[config.mk]
export PLATFORM = sky130hd
export DESIGN_NAME = noc_packet_injector
export DESIGN_NICKNAME = d
export VERILOG_FILES = /design/src/rtl/noc_pkg.sv /design/src/rtl/noc_sync_fifo.sv /design/src/rtl/noc_packet_injector.sv
export SDC_FILE = /design/constraint.sdc
export NUM_CORES = 1
export LEC_CHECK = 0
export ABC_AREA = 1
export CORE_MARGIN = 5
export CORE_UTILIZATION = 30
export DETAILED_ROUTE_END_ITERATION = 12
export DONT_BUFFER_PORTS = 1
export PLACE_DENSITY_LB_ADDON = 0.3
export SYNTH_ARGS = -nofsm -noshare
export SYNTH_HDL_FRONTEND = slang
export SYNTH_SLANG_ARGS = --single-unit
[constraint.sdc]
create_clock -name clk -period 2.83 [get_ports clk]
set_input_delay 0.566 -clock clk [delete_from_list [all_inputs] [get_ports clk]]
set_output_delay 0.566 -clock clk [all_outputs]
set_load 0.01 [all_outputs]
[src/rtl/noc_pkg.sv]
// Shared NoC types: flit formats, header layout and injector state encoding.
package noc_pkg;

   localparam int COORD_W   = 4;
   localparam int PAYLOAD_W = 16;

   typedef enum logic [1:0] {
      HEADER = 2'd0,
      BODY   = 2'd1,
      TAIL   = 2'd2
   } flit_type_t;

   typedef struct packed {
      logic [COORD_W-1:0] x;
      logic [COORD_W-1:0] y;
   } coord_t;

   // Header payload: destination in the top bits, remaining bits reserved as zero.
   typedef struct packed {
      coord_t                          dst_addr;
      logic [PAYLOAD_W-2*COORD_W-1:0]  rsvd;
   } flit_hdr_t;

   typedef struct packed {
      flit_type_t            ftype;
      logic [PAYLOAD_W-1:0]  payload;
   } flit_t;

   typedef enum logic [1:0] {
      ST_IDLE = 2'd0,
      ST_HEAD = 2'd1,
      ST_BODY = 2'd2,
      ST_TAIL = 2'd3
   } inj_state_t;

   function automatic flit_t mk_flit(input flit_type_t t, input logic [PAYLOAD_W-1:0] p);
      flit_t f;
      f.ftype   = t;
      f.payload = p;
      return f;
   endfunction

endpackage

[src/rtl/noc_sync_fifo.sv]
// Synchronous FIFO with registered full/empty/count flags.
// Exposes the head word and the word behind it so a consumer can keep a
// registered output stream going at one word per cycle across a pop.
module noc_sync_fifo #(
   parameter  int WIDTH = 16,
   parameter  int DEPTH = 8,
   localparam int AW    = $clog2(DEPTH),
   localparam int CW    = AW + 1
) (
   input  logic             clk,
   input  logic             rst,
   input  logic             push,
   input  logic [WIDTH-1:0] wdata,
   input  logic             pop,
   output logic [WIDTH-1:0] rdata,
   output logic [WIDTH-1:0] rdata_nxt,
   output logic             full,
   output logic             empty,
   output logic [CW-1:0]    count
);

   logic [WIDTH-1:0] mem [DEPTH];
   logic [AW-1:0]    wr_ptr;
   logic [AW-1:0]    rd_ptr;
   logic [AW-1:0]    rd_ptr_p1;
   logic             push_fire;
   logic             pop_fire;
   logic [CW-1:0]    count_nxt;

   assign push_fire = push && !full;
   assign pop_fire  = pop && !empty;
   assign rd_ptr_p1 = rd_ptr + AW'(1);
   assign rdata     = mem[rd_ptr];
   assign rdata_nxt = mem[rd_ptr_p1];

   // Next occupancy, used for both the count and the registered flags.
   always_comb begin
      count_nxt = count;
      case ({push_fire, pop_fire})
         2'b10:   count_nxt = count + CW'(1);
         2'b01:   count_nxt = count - CW'(1);
         default: count_nxt = count;
      endcase
   end

   // Storage array; contents need no reset since the flags gate every read.
   always_ff @(posedge clk) begin
      if (push_fire) begin
         mem[wr_ptr] <= wdata;
      end
   end

   // Pointers, count and flags.
   always_ff @(posedge clk) begin
      if (rst) begin
         wr_ptr <= '0;
         rd_ptr <= '0;
         count  <= '0;
         full   <= 1'b0;
         empty  <= 1'b1;
      end else begin
         if (push_fire) wr_ptr <= wr_ptr + AW'(1);
         if (pop_fire)  rd_ptr <= rd_ptr_p1;
         count <= count_nxt;
         full  <= (count_nxt == CW'(DEPTH));
         empty <= (count_nxt == '0);
      end
   end

endmodule

[src/rtl/noc_packet_injector.sv]
// NoC source stage: turns a packet request plus buffered payload words into
// HEADER/BODY/TAIL flits on the enable/ack mesh port.
//
// state   | meaning
// --------+------------------------------------------------------------
// ST_IDLE | ready for a request; no flit presented
// ST_HEAD | HEADER presented, waiting for ack
// ST_BODY | BODY flit presented, or bubbling while the FIFO is empty
// ST_TAIL | TAIL presented (last word, or payload 0 for empty packets)
module noc_packet_injector
   import noc_pkg::*;
#(
   parameter  int FIFO_DEPTH = 8,
   parameter  int MAX_LEN    = 15,
   localparam int LEN_W      = $clog2(MAX_LEN + 1),
   localparam int CNT_W      = $clog2(FIFO_DEPTH) + 1
) (
   input  logic                 clk,
   input  logic                 rst,
   input  logic                 req_valid_i,
   output logic                 req_ready_o,
   input  logic [COORD_W-1:0]   req_dst_x_i,
   input  logic [COORD_W-1:0]   req_dst_y_i,
   input  logic [LEN_W-1:0]     req_len_i,
   input  logic                 data_valid_i,
   output logic                 data_ready_o,
   input  logic [PAYLOAD_W-1:0] data_i,
   output flit_t                flit_o,
   output logic                 enable_o,
   input  logic                 ack_i,
   output logic                 busy_o,
   output logic [15:0]          pkt_count_o
);

   inj_state_t           state_q;
   logic [LEN_W-1:0]     len_q;
   logic [LEN_W-1:0]     rem_q;
   logic                 fifo_full;
   logic                 fifo_empty;
   logic [CNT_W-1:0]     fifo_count;
   logic [PAYLOAD_W-1:0] fifo_rdata;
   logic [PAYLOAD_W-1:0] fifo_rdata_nxt;
   logic                 push_fire;
   logic                 xfer;
   logic                 pop;
   logic                 nxt_avail;
   logic [PAYLOAD_W-1:0] nxt_word;
   logic [LEN_W-1:0]     len_sat;
   flit_hdr_t            hdr;

   assign data_ready_o = !fifo_full;
   assign push_fire    = data_valid_i && !fifo_full;
   assign xfer         = enable_o && ack_i;
   assign pop          = xfer && ((state_q == ST_BODY) ||
                                  ((state_q == ST_TAIL) && (len_q != '0)));

   noc_sync_fifo #(
      .WIDTH (PAYLOAD_W),
      .DEPTH (FIFO_DEPTH)
   ) u_fifo (
      .clk       (clk),
      .rst       (rst),
      .push      (data_valid_i),
      .wdata     (data_i),
      .pop       (pop),
      .rdata     (fifo_rdata),
      .rdata_nxt (fifo_rdata_nxt),
      .full      (fifo_full),
      .empty     (fifo_empty),
      .count     (fifo_count)
   );

   // Word to load into the output register next: after a pop it is the
   // entry behind the head, or the word being pushed right now if that
   // entry does not exist yet.
   always_comb begin
      nxt_avail = !fifo_empty;
      nxt_word  = fifo_rdata;
      if (pop) begin
         if (fifo_count >= CNT_W'(2)) begin
            nxt_avail = 1'b1;
            nxt_word  = fifo_rdata_nxt;
         end else begin
            nxt_avail = push_fire;
            nxt_word  = data_i;
         end
      end
      len_sat = (req_len_i > LEN_W'(MAX_LEN)) ? LEN_W'(MAX_LEN) : req_len_i;
      hdr            = '0;
      hdr.dst_addr.x = req_dst_x_i;
      hdr.dst_addr.y = req_dst_y_i;
   end

   // Injector FSM with registered flit, handshake and status outputs.
   always_ff @(posedge clk) begin
      if (rst) begin
         state_q     <= ST_IDLE;
         len_q       <= '0;
         rem_q       <= '0;
         flit_o      <= '0;
         enable_o    <= 1'b0;
         req_ready_o <= 1'b1;
         busy_o      <= 1'b0;
         pkt_count_o <= '0;
      end else begin
         case (state_q)
            ST_IDLE: begin
               if (req_valid_i && req_ready_o) begin
                  len_q       <= len_sat;
                  rem_q       <= len_sat;
                  flit_o      <= mk_flit(HEADER, hdr);
                  enable_o    <= 1'b1;
                  req_ready_o <= 1'b0;
                  busy_o      <= 1'b1;
                  state_q     <= ST_HEAD;
               end
            end
            ST_HEAD: begin
               if (xfer) begin
                  if (len_q == '0) begin
                     flit_o   <= mk_flit(TAIL, '0);
                     enable_o <= 1'b1;
                     state_q  <= ST_TAIL;
                  end else if (len_q == LEN_W'(1)) begin
                     flit_o   <= mk_flit(TAIL, nxt_word);
                     enable_o <= nxt_avail;
                     state_q  <= ST_TAIL;
                  end else begin
                     flit_o   <= mk_flit(BODY, nxt_word);
                     enable_o <= nxt_avail;
                     state_q  <= ST_BODY;
                  end
               end
            end
            ST_BODY: begin
               if (xfer) begin
                  rem_q    <= rem_q - LEN_W'(1);
                  enable_o <= nxt_avail;
                  if (rem_q == LEN_W'(2)) begin
                     flit_o  <= mk_flit(TAIL, nxt_word);
                     state_q <= ST_TAIL;
                  end else begin
                     flit_o  <= mk_flit(BODY, nxt_word);
                  end
               end else if (!enable_o) begin
                  flit_o   <= mk_flit(BODY, nxt_word);
                  enable_o <= nxt_avail;
               end
            end
            ST_TAIL: begin
               if (xfer) begin
                  enable_o    <= 1'b0;
                  req_ready_o <= 1'b1;
                  busy_o      <= 1'b0;
                  pkt_count_o <= pkt_count_o + 16'd1;
                  state_q     <= ST_IDLE;
               end else if (!enable_o) begin
                  flit_o   <= mk_flit(TAIL, nxt_word);
                  enable_o <= nxt_avail;
               end
            end
            default: state_q <= ST_IDLE;
         endcase
      end
   end

endmodule

==> metrics.csv, run 1 <==
stage,metric,value,unit
finish,buffer_area_share,2.66,%
finish,final_nets,1078,
sta,setup_tns,0,ps
outcome,outcome,"finished, final reports clean",
critical_path,critical_path.max_fanout,7,
clock_tree,clock.latency.late_pin,440,ps
die,tap_cells,396,
finish,fill_cells,3085,
critical_path,endpoint_kind,flip-flop,
die,core_area,0.0304,mm2
drt,first_iter_violations,747,
yosys,synthTopLogicFamily,AND-OR/OR-AND gates,
global_route,grt_pass1_vias,6860,
yosys,xor_area_share,0.285,%
yosys,syn_avg_cell_area,8.82,um2
sta,rsz0062_at_grt,no,
power,seqPwrFrac,46.9,%
finish,syn_to_final_growth,12.4,%
die,num_rows,64,
yosys,synthCells,1045,
sta,tightest_slew,720,ps
finish,inv_count,91,
global_route,grt_max_degree,64,
run 1: power by group through the flow:
| stage | Clock [W] | Combinational (W) | Sequential [W] |
|---|---|---|---|
| global placement | 0 | 0.00131 | 0.00338 |
| detailed placement | 0 | 0.00131 | 0.00339 |
| CTS | 0.00249 | 0.00132 | 0.00332 |
| finish | 0.00244 | 0.00132 | 0.00332 |
| floorplan | 0 | 0.000946 | 0.00333 |
| global route | 0.00261 | 0.00147 | 0.00334 |
run 1: metrics by stage:
step / power [W] / hold slack [ps] / instances
3_5_place_dp: 0.00470 / 461 / 1410
3_3_place_gp: 0.00470 / 449 / 1410
5_1_grt: 0.00742 / 167 / 1442
4_1_cts: 0.00713 / 164 / 1442
6_report: 0.00708 / 186 / 1442
2_1_floorplan: 0.00428 / 445 / 1045
run 1: worst max-delay path by stage:
stage / start / endpoint / slack [ps] / depth (start not counted)
6_report: state_q[0]$_SDFFE_PP0P_ / u_fifo.empty$_SDFF_PP1_ / 450 / 15
5_1_grt: state_q[0]$_SDFFE_PP0P_ / u_fifo.empty$_SDFF_PP1_ / 150 / 15
4_1_cts: state_q[0]$_SDFFE_PP0P_ / u_fifo.empty$_SDFF_PP1_ / 450 / 16
3_5_place_dp: ack_i / u_fifo.empty$_SDFF_PP1_ / 440 / 15
3_3_place_gp: ack_i / u_fifo.empty$_SDFF_PP1_ / 470 / 15
2_1_floorplan: ack_i / u_fifo.empty$_SDFF_PP1_ / 690 / 15
run 1: worst max-delay path: stages, from the launching register on:
cell,delay [ps]
dfxtp_1,400
ha_1,240
inv_2,90
nor2_4,160
nand2_1,80
nand2_2,130
nand2_1,120
inv_1,180
ha_1,300
nand2_1,80
o21ai_0,100
and2_1,170
nand2_1,80
nand2_1,50
nand2_1,60
inv_1,30
run 1: layout by cell type, fill, tap and decap left out, types with 2 or more instances in the layout:
cell type,Yosys,layout
o211ai_1,11,11
clkinv_4,0,3
clkbuf_1,37,2
nand2_2,3,3
dfxtp_2,0,2
buf_12,0,4
mux2i_1,2,2
nor2_2,4,12
buf_4,3,26
a221oi_1,2,2
nor3_1,9,9
nor2_1,56,48
edfxtp_1,128,128
nand2_1,191,191
ha_1,12,11
o21ai_1,2,2
nand3_2,3,3
o21ai_0,102,102
nor2_4,2,2
nand4_1,5,5
a21oi_1,189,189
o311ai_0,14,14
clkbuf_16,0,21
nand3_1,70,70
inv_1,88,88
a211oi_1,4,4
dfxtp_1,62,60
inv_2,3,3
nor3_4,1,2
inv_4,0,4
o31ai_1,8,8
run 1: layer usage:
metal	up-vias	GRT usage, %	wire length [um]
met5	-	0	0
met3	29	3.14	1750
met1	3517	21.0	12000
li1	3641	-	-
met2	275	23.6	12000
met4	0	4.70	414
run 1: sequential cells by signal, summed over array words and instances (netlist names), 2 cells and up, named ones only:
| signal | cells |
|---|---|
| u_fifo.mem | 128 |
| flit_o | 18 |
| pkt_count_o | 16 |
| len_q | 4 |
| rem_q | 4 |
| u_fifo.count | 4 |
| u_fifo.rd_ptr | 3 |
| u_fifo.wr_ptr | 3 |
| state_q | 2 |
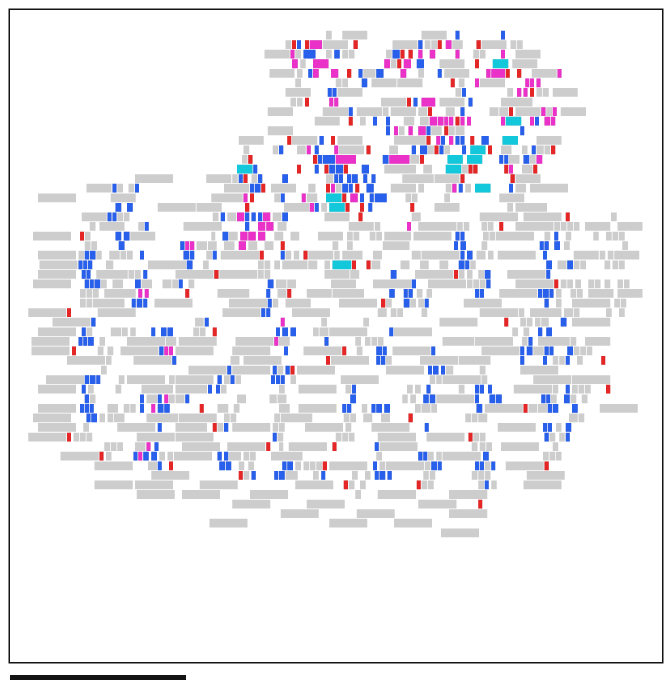
Figure 1: run 1, gate-type map.
The bar under the picture is 50 um long.
legend:
  cyan:
    family: fa/ha/maj cells
    cells: 12
  blue:
    family: nand cells
    cells: 272
  magenta:
    family: nor cells
    cells: 76
  red:
    family: inv cells
    cells: 91
Layout Cells excl Fill: 1442
Commonest Layout Cell: nand2_1
Comb/total area: 34.4%

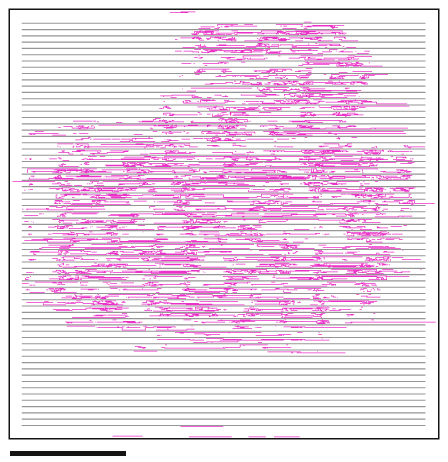
Figure 2: run 1, met1 routing.
The bar under the picture is 50 um long. Supply wires on this layer in grey.
longest straight run: 72.2 um
wire length on this layer: 12000 um
main direction: horizontal
Routed WL: 26.1 mm
detailed-route via count: 7462
GR Layer Usage met1: 21.0%

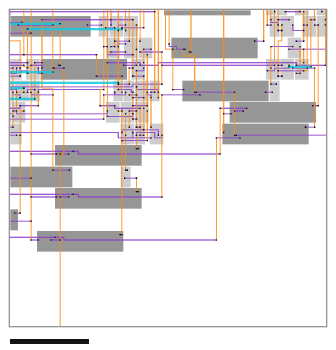
Figure 3: run 1, zoomed window.
The bar under the picture is 10 um long. Window x 119 to 159, y 26 to 66 um. Cells in grey, sequential cells in the stronger grey; small squares are vias.
legend:
  orange:
    layer: metal 2
  cyan:
    layer: metal 3
  purple:
    layer: metal 1
sequential cells in the window: 10
cells with their middle in the window: 43
most frequent: a21oi_1 (15), edfxtp_1 (10), nand2_1 (7)
netlist names of flops here include: u_fifo.mem (10)

==> inputs of run 2 (changes only) <==
Clock period 2.83 ns to 2.4 ns, I/O delays scaled along.
==> run 2 against run 1 <==
Net effect: cell area increased by 2.1%; largest cell class unchanged; critical path type unchanged; via count barely moved; critical path depth grew 1; sequential cell count is the same; combinational power up 26%; first-iteration DRC count decreased by 7.9%; clock skew down 3.0 ps; synthesized cell count stayed put; total power increased by 19%; area after synthesis is the same; hold slack worse by 77 ps.
==> metrics.csv, run 2 <==
stage,metric,value,unit,change
outcome,outcome,"finished, final reports clean",,
yosys,synthCells,1045,,unchanged
drt,wl_met2,12.1,mm,+1.0%
finish,mostFrequentLayoutCell,nand2_1,,
global_route,met1_usage,20.1,%,-0.83 points
sta,tightest_slew,654,ps,-66.0 ps
finish,largest_register,u_fifo.mem,,
drt,first_iter_violations,688,,-7.9%
drt,vias,7456,,-0.080%
drt,maxUsedRoutingLayer,met4,,
power,seqPwrFrac,46.7,%,-0.2 points
finish,syn_to_final_growth,14.8,%,
drt,wl_met3,1.80,mm,+2.8%
finish,largest_register_ffs,128,,unchanged
drt,wl_met1,11.7,mm,-2.5%
finish,fill_cells,3060,,-0.81%
finish,final_cell_mix,"nand2_1, a21oi_1, edfxtp_1",,
die,core_area,0.0304,mm2,unchanged
finish,final_nets,1093,,+1.4%
global_route,use_met2,24.6,%,+1.0 points
yosys,syn_avg_cell_area,8.82,um2,unchanged
global_route,grt_pass1_vias,7354,,+7.2%
[run 2: cell types whose count changed in the layout (fill, tap and decap cells not counted), sizes merged]
cell | before | now
inv | 96 | 95
buf | 30 | 45
clkinv | 4 | 3
clkbuf | 23 | 24
bufinv | 0 | 1
[run 2: power groups by stage]
| stage | sequential [W] | clock, W | combinational [W] |
|---|---|---|---|
| 2_1_floorplan | 0.00393 | 0 | 0.00112 |
| 3_3_place_gp | 0.00398 | 0 | 0.00162 |
| 3_5_place_dp | 0.00398 | 0 | 0.00163 |
| 4_1_cts | 0.00391 | 0.00288 | 0.00164 |
| 5_1_grt | 0.00395 | 0.00300 | 0.00186 |
| 6_report | 0.00392 | 0.00281 | 0.00166 |
[run 2: what timing repair did]
action,in CTS,in global routing
gates resized,0,12
setup buffers,0,1
endpoints found under the setup margin,0,3
[run 2: layout make-up]
| cell class | instances | area [um2] | share of cell area, % |
|---|---|---|---|
| timing repair buffer | 45 | 488 | 4.61 |
| multi-input combinational | 703 | 3590 | 33.9 |
| inverter | 91 | 342 | 3.23 |
| sequential | 190 | 5100 | 48.1 |
| tap | 396 | 495 | 4.68 |
| clock inverter | 8 | 77.6 | 0.733 |
| clock buffer | 24 | 495 | 4.68 |
[run 2: worst max path at each step]
stage / startpoint / cells after the start / slack [ps] / endpoint
after floorplan: state_q[0]$_SDFFE_PP0P_ / 16 / 270 / u_fifo.empty$_SDFF_PP1_
after global routing: state_q[0]$_SDFFE_PP0P_ / 16 / -20 / u_fifo.empty$_SDFF_PP1_
final: state_q[0]$_SDFFE_PP0P_ / 16 / 270 / u_fifo.empty$_SDFF_PP1_
after detailed placement: state_q[0]$_SDFFE_PP0P_ / 17 / 60 / u_fifo.empty$_SDFF_PP1_
after global placement: state_q[0]$_SDFFE_PP0P_ / 17 / 140 / u_fifo.empty$_SDFF_PP1_
after CTS: state_q[0]$_SDFFE_PP0P_ / 17 / 40 / u_fifo.empty$_SDFF_PP1_
[run 2: critical path: stages, from the launching register on]
cell and delay (ps):
dfxtp_4 370, inv_1 100, ha_1 220, nand2_2 110, nand2_4 120, nand4_1 120
nand2_1 130, inv_1 60, ha_1 190, a21oi_2 120, nor2_1 60, o22ai_1 110
inv_1 70, nand2_1 80, nand2_1 50, nand2_1 90, inv_1 40
[run 2: cells by family (layout without fill, tap and decap cells)]
kind of cell / after synthesis / count (layout) / share of synthesized area, %
simple gates: 349 / 349 / 16.4
compound gates: 337 / 337 / 19.7
flops: 190 / 190 / 55.2
buf+inv: 152 / 168 / 6.56
fa+ha+maj: 12 / 12 / 1.63
xor+xnor: 3 / 3 / 0.285
mux: 2 / 2 / 0.217
[run 2: through the flow]
stage | hold slack (ps) | total power, W | worst slack [ps] | std cells
6_report | 109 | 0.00839 | 270 | 1457
3_3_place_gp | 452 | 0.00560 | 145 | 1424
3_5_place_dp | 465 | 0.00562 | 57.2 | 1424
4_1_cts | 84.9 | 0.00843 | 41.6 | 1456
5_1_grt | 91.3 | 0.00881 | -15.9 | 1457
2_1_floorplan | 445 | 0.00504 | 265 | 1045
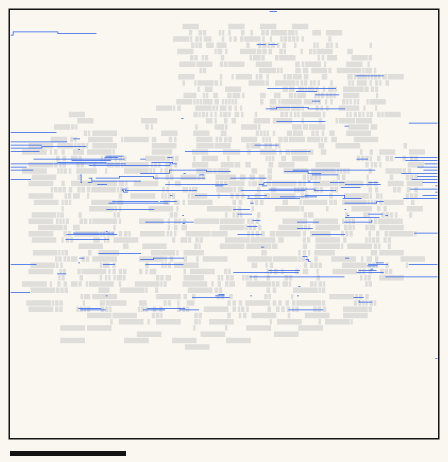
Figure 4: run 2, metal 3.
The bar under the picture is 50 um long.
wire length on this layer: 1800 um
nets with wire on the layer: 88

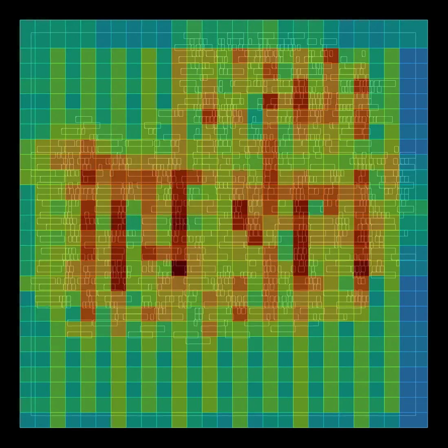
Figure 5: run 2, routing congestion map.
busiest grt layer: met2
GR Util All Layers: 15.3%
met3 Resource Use GR: 3.71%

==> inputs of run 3 (changes only) <==
Settings changed: CTS_BUF_LIST set to sky130_fd_sc_hd__clkbuf_8, PLACE_DENSITY set to 0.47, PLACE_DENSITY_LB_ADDON 0.3 to unset.
==> run 3 against run 2 <==
Net effect: hold slack lost 53 ps; cell area decreased by 3.5%; routed wire length up 0.61%; non-clock buffer count decreased by 10; cell count fell by 0.69%; setup slack worse by 74 ps; critical path depth is 1 higher; clock skew grew 5.1 ps; sequential power hardly changed; clock-buffer cell count fell by 7; largest cell class unchanged.
==> metrics.csv, run 3 <==
stage,metric,value,unit,change
finish,final_nets,1083,,-0.91%
yosys,ys_sh_adder,1.63,%,unchanged
power,power_density,744,mW/mm2,
finish,mostFrequentLayoutCell,nand2_1,,
clock_tree,cts_resized,0,,unchanged
finish,fin_cells,1447,,-0.69%
yosys,synthTopLogicFamily,AND-OR/OR-AND gates,,
yosys,synthCells,1045,,unchanged
sta,holdWs,56.6,ps,-52.7 ps
sta,finalWorstSetupSlack,197,ps,-73.8 ps
sta,slew_viol_final,0,,
drt,postRouteAntennaNets,0,,
yosys,muxShareOfSynthArea,0.217,%,unchanged
global_route,grt_pass1_vias,7067,,-3.9%
drt,via_per_inst,5.05,,
power,pwr-share-comb,20.6,%,
clock_tree,cts_setup_buffers,0,,unchanged
place,dpl.cell_count,1415,,-0.63%
critical_path,critPathLaunchType,flip-flop,,
outcome,outcome,"finished, final reports clean",,
yosys,edf_count,128,,
finish,largest_register,u_fifo.mem,,
finish,largest_register_ffs,128,,unchanged
yosys,syn_avg_cell_area,8.82,um2,unchanged
clock_tree,numClockSinks,190,,
sta,tightest_slew,674,ps,+20.3 ps
place,preCtsSetupSlack,117,ps,+59.9 ps
die,core_area,0.0304,mm2,unchanged
yosys,ys_warn_count,0,,
yosys,synthAoiAreaFrac,19.7,%,unchanged
power,seqPwrFrac,51.4,%,+4.7 points
power,cellLeakagePower,3.66,nW,
die,num_rows,64,,
power,p_total,0.00760,W,-9.4%
finish,final_cell_mix,"nand2_1, a21oi_1, edfxtp_1",,
drt,first_iter_violations,449,,-35%
finish,syn_to_final_growth,10.8,%,
power,peakVddDrop,0.367,mV,
clock_tree,cts_tree,yes,,
[run 3: cell counts after synthesis]
Identical to the previous run, type by type.
[run 3: logic make-up after synthesis]
group,count (synthesis)
buffers and inverters,152
muxes,2
adders and majority gates,12
xor gates and xnor gates,3
and+or+nand+nor,349
AOI/OAI and AO/OA,337
DFF,190
[run 3: stage by stage]
step	utilization (%)	cell area, um2
2_1_floorplan	-	9220
3_3_place_gp	32.3	9830
3_5_place_dp	32.3	9830
4_1_cts	33.5	10200
5_1_grt	33.6	10200
6_report	33.6	10200
[run 3: layout make-up]
cell class | count | area (um2)
fill | 3178 | 20200
multi-input combinational | 703 | 3570
clock buffer | 17 | 234
sequential | 190 | 5090
tap | 396 | 495
timing repair buffer | 35 | 338
clock inverter | 15 | 149
inverter | 91 | 342
[run 3: power by group through the flow]
stage          Clock, W  Combinational [W]  Sequential (W)
3_5_place_dp          0            0.00157         0.00399
5_1_grt         0.00234            0.00180         0.00395
4_1_cts         0.00221            0.00158         0.00392
3_3_place_gp          0            0.00157         0.00399
2_1_floorplan         0            0.00112         0.00393
6_report        0.00213            0.00156         0.00391
[run 3: worst max-delay path, stage by stage, from the launching register on]
cell and delay (ps):
dfxtp_2 380, ha_1 220, inv_2 70, nor2_4 150, nand2_1 100, nand2_4 110, nand4_1 100, nand2_1 130
inv_1 50, ha_1 170, a21oi_1 150, nor2_1 70, o22ai_1 120, inv_1 70, nand2_1 70, nand2_1 50
nand2_1 70, inv_1 30
[run 3: path summary, 6_finish.rpt]
check,from,to,slack (ps),cells after the start
setup / recovery,state_q[0]$_SDFFE_PP0P_,u_fifo.empty$_SDFF_PP1_,200,17
hold / removal,rst,state_q[0]$_SDFFE_PP0P_,60,1
setup reg to reg,state_q[0]$_SDFFE_PP0P_,u_fifo.empty$_SDFF_PP1_,200,17
hold reg to reg,rem_q[3]$_SDFFE_PP0P_,rem_q[3]$_SDFFE_PP0P_,460,2
[run 3: metal layers]
layer,global-route usage [%],vias to the layer above,wire (um)
met4,3.70,0,284
li1,-,3644,-
met1,20.4,3494,12000
met5,0,-,0
met2,25.4,157,12700
met3,3.67,18,1430
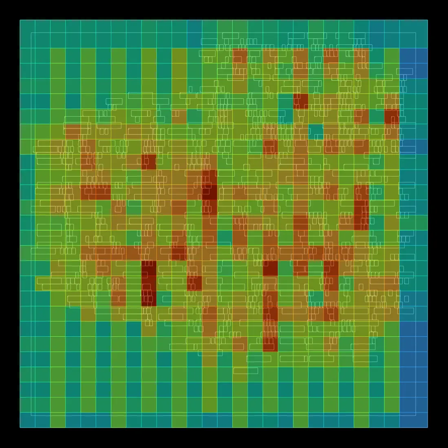
Figure 6: run 3, routing congestion map.
met3 Resource Use GR: 3.67%
GR Layer Usage met1: 20.4%
per-cell routed wire length: 18.3 um
GR Util All Layers: 15.4%
met2 GRT Util: 25.4%

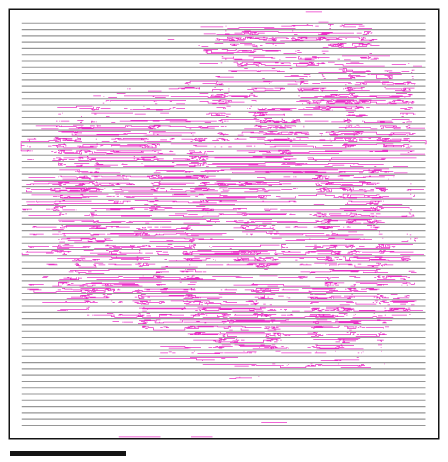
Figure 7: run 3, met1 routing.
The bar under the picture is 50 um long. Supply wires on this layer in grey.
main direction: horizontal
longest straight run: 68.5 um
share of all routed wire: 45%
Routed WL: 26.4 mm
detailed-route via count: 7313

Power figures rest on the tool's default switching activity, not on a simulated workload.
